Run 1, PDN straps and rails:
Bar = 20 um. Pins as bars on the die edge. Tap cells in grey.
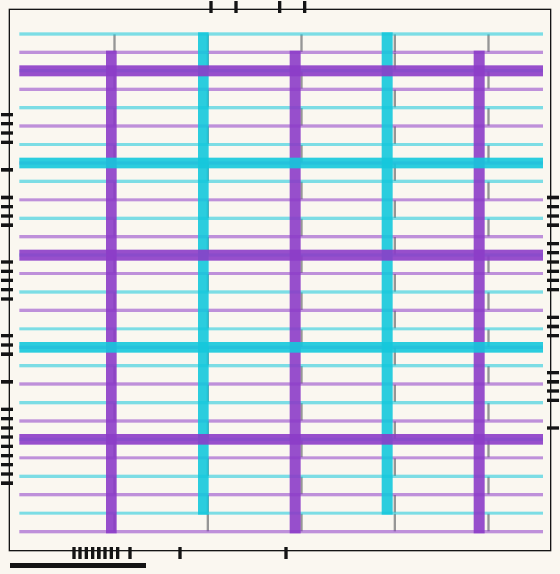
Run 1, nets reached from selected ports:
Bar = 20 um.
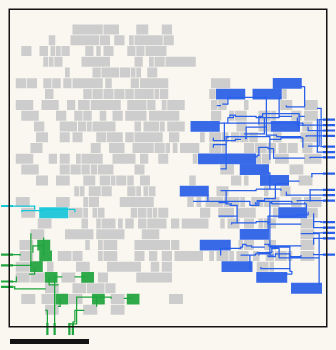
Run 1, sequential cells coloured by netlist name:
Bar = 20 um. Other sequential cells in the stronger grey, the rest of the logic in the fainter grey.
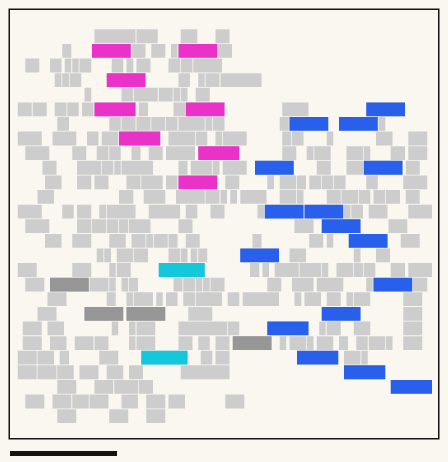
--- config.mk ---
export PLATFORM = sky130hd
export DESIGN_NAME = halt_controller
export DESIGN_NICKNAME = d
export VERILOG_FILES = /design/src/rtl/halt_controller.sv
export SDC_FILE = /design/constraint.sdc
export NUM_CORES = 1
export LEC_CHECK = 0
export CAP_MARGIN = 20
export CELL_PAD_IN_SITES_DETAIL_PLACEMENT = 0
export CELL_PAD_IN_SITES_GLOBAL_PLACEMENT = 1
export CORE_UTILIZATION = 29
export CTS_CLUSTER_SIZE = 12
export DETAILED_ROUTE_END_ITERATION = 10
export PLACE_DENSITY = 0.73
export SYNTH_ARGS = -nofsm -noshare
export SYNTH_HDL_FRONTEND = slang
export SYNTH_SLANG_ARGS = --single-unit
--- constraint.sdc ---
create_clock -name clk -period 1.7 [get_ports clk]
set_input_delay 0.17 -clock clk [delete_from_list [all_inputs] [get_ports clk]]
set_output_delay 0.17 -clock clk [all_outputs]
set_load 0.05 [all_outputs]
--- src/rtl/halt_controller.sv ---
// Run-control stage for the phase-clock generator: free-run, stop, N-cycle stepping
// and a PC breakpoint, counting retired instruction cycles from the cycle_clock strobe.
module halt_controller #(
    parameter int ADDR_W = 8,
    parameter int STEP_W = 8,
    parameter int CNT_W  = 16
) (
    input  logic              clk,
    input  logic              rst_n,
    input  logic              cmd_run,
    input  logic              cmd_stop,
    input  logic              cmd_step,
    input  logic [STEP_W-1:0] step_count,
    input  logic              clr_cnt,
    input  logic              bp_enable,
    input  logic [ADDR_W-1:0] bp_addr,
    input  logic [ADDR_W-1:0] pc,
    input  logic              cycle_clock,
    output logic              halt,
    output logic [1:0]        state,
    output logic [STEP_W-1:0] steps_left,
    output logic [CNT_W-1:0]  cycles_retired,
    output logic              bp_hit
);

    typedef enum logic [1:0] {
        HALTED   = 2'd0,
        RUNNING  = 2'd1,
        STEPPING = 2'd2
    } state_t;

    state_t st_q;
    logic   cyc_q;
    logic   skip_bp;
    logic   cyc_edge;
    logic   bp_match;

    assign cyc_edge = cycle_clock & ~cyc_q;
    // skip_bp masks the breakpoint for the first counted cycle after a resume
    assign bp_match = bp_enable && (pc == bp_addr) && !skip_bp;
    assign state    = st_q;

    always_ff @(posedge clk) begin
        if (!rst_n) begin
            st_q           <= HALTED;
            halt           <= 1'b1;
            steps_left     <= '0;
            cycles_retired <= '0;
            bp_hit         <= 1'b0;
            cyc_q          <= 1'b0;
            skip_bp        <= 1'b0;
        end else begin
            cyc_q <= cycle_clock;

            if (clr_cnt)
                cycles_retired <= '0;
            else if (cyc_edge && st_q != HALTED)
                cycles_retired <= cycles_retired + CNT_W'(1);

            case (st_q)
                HALTED: begin
                    if (cmd_stop) begin
                        // stop has priority and has nothing to do here
                    end else if (cmd_step && step_count != '0) begin
                        st_q       <= STEPPING;
                        halt       <= 1'b0;
                        steps_left <= step_count;
                        bp_hit     <= 1'b0;
                        skip_bp    <= 1'b1;
                    end else if (cmd_run && !cmd_step) begin
                        st_q    <= RUNNING;
                        halt    <= 1'b0;
                        bp_hit  <= 1'b0;
                        skip_bp <= 1'b1;
                    end
                end
                RUNNING: begin
                    if (cmd_stop) begin
                        st_q <= HALTED;
                        halt <= 1'b1;
                    end else if (cyc_edge) begin
                        skip_bp <= 1'b0;
                        if (bp_match) begin
                            st_q   <= HALTED;
                            halt   <= 1'b1;
                            bp_hit <= 1'b1;
                        end
                    end
                end
                STEPPING: begin
                    if (cmd_stop) begin
                        st_q       <= HALTED;
                        halt       <= 1'b1;
                        steps_left <= '0;
                    end else if (cyc_edge) begin
                        skip_bp <= 1'b0;
                        if (bp_match) begin
                            st_q       <= HALTED;
                            halt       <= 1'b1;
                            steps_left <= '0;
                            bp_hit     <= 1'b1;
                        end else if (steps_left == STEP_W'(1)) begin
                            st_q       <= HALTED;
                            halt       <= 1'b1;
                            steps_left <= '0;
                        end else begin
                            steps_left <= steps_left - STEP_W'(1);
                        end
                    end
                end
                default: begin
                    st_q <= HALTED;
                    halt <= 1'b1;
                end
            endcase
        end
    end

endmodule

==> results_slide.txt <==
Key Metrics from the Run

Final timing
  – Fin crit share: 96.6%
  – Final hold slack: 0.269 ns
  – Actual slew at the worst max-slew pin: 0.498 ns
  – Final Setup Violations: 0

Global route
  – Met2 GRT Util: 26.7%
  – All-Layer GR Usage: 16.9%
  – Largest net degree at the start of global routing: 17
  – Overflow after GRT: 0

Critical path
  – Reg2reg start: state[0]
  – Crit. End Element: output port
  – Worst setup SP type: register
  – R2r worst-path depth: 8
  – CP arrival: 1.47 ns

Floorplan
  – Die area: 6350 sq um
  – IO Count: 60
  – Die Y: 79.7 um

Logic synthesis
  – MUX area fraction: 1.72%
  – Syn_nets: 250
  – Most frequent cells after synthesis: dfxtp_1, nor2_1, nand2_1

Cells and area
  – Top Layout Cells: buf_4, clkdlybuf4s50_1, nor2_1, nand2_1, dfxtp_1
  – Buffers, non-clock: 94
  – Gate Area: 1190 sq um
  – Layout area overhead: 64.0%
  – Final instance area: 2870 sq um
  – Diodes inserted: 0
  – Logic share of the area: 41.4%
  – Buffer share of cell area: 29.2%

Min path
  – Hold Path Stages: 3
  – Min-Delay Endpoint: steps_left[3]

Route
  – Vias: 1,880
  – Highest routed layer: met4
  – Met3 routed WL: 270 um
  – Final ANT Viol Nets: 0
  – WL per Instance: 13.4 um
  – DRT Pass-1 Iters: 4
  – Vias per cell: 4.99

Clock tree
  – CTS tree: yes
  – Post-CTS Resized: 6
  – Clock Sinks: 30

Power
  – Pleak: 0.00127 uW
  – Net Sw Frac: 41.0%
  – PD cells: 1070 nW/um^2

Placement
  – Placed cell areas: 2600 sq um

Status
  – Status: finished, final reports clean
-- 'PDN straps and rails' (at the start) --
VSS -> purple
VDD -> cyan
met1 rails = 28
met5 straps = 5
tap cells = 72
signal pins = 60
met4 straps = 5

-- 'nets reached from selected ports' (at the start) --
`bp_addr` -> green  # direction input, edge 4 left, 4 bottom, end cells 8, buffers 8, wire 93.6 um
`bp_hit` -> cyan  # direction output, edge left, end cells 1, buffers 1, wire 21.3 um
`cycles_retired` -> blue  # direction output, edge right, end cells 16, buffers 16, wire 548 um

-- 'sequential cells coloured by netlist name' (at the start) --
`steps_left` -> magenta  # sequential cells 8
`state` -> cyan  # sequential cells 2
`cycles_retired` -> blue  # sequential cells 16
not coloured = 4
Storage cell area: 617 sq um
Seq/total area: 21.5%
sequential cell power: 874 uW
Finished Core Util: 50.6%

No activity file was given, so power comes from the tool's default toggle rates.
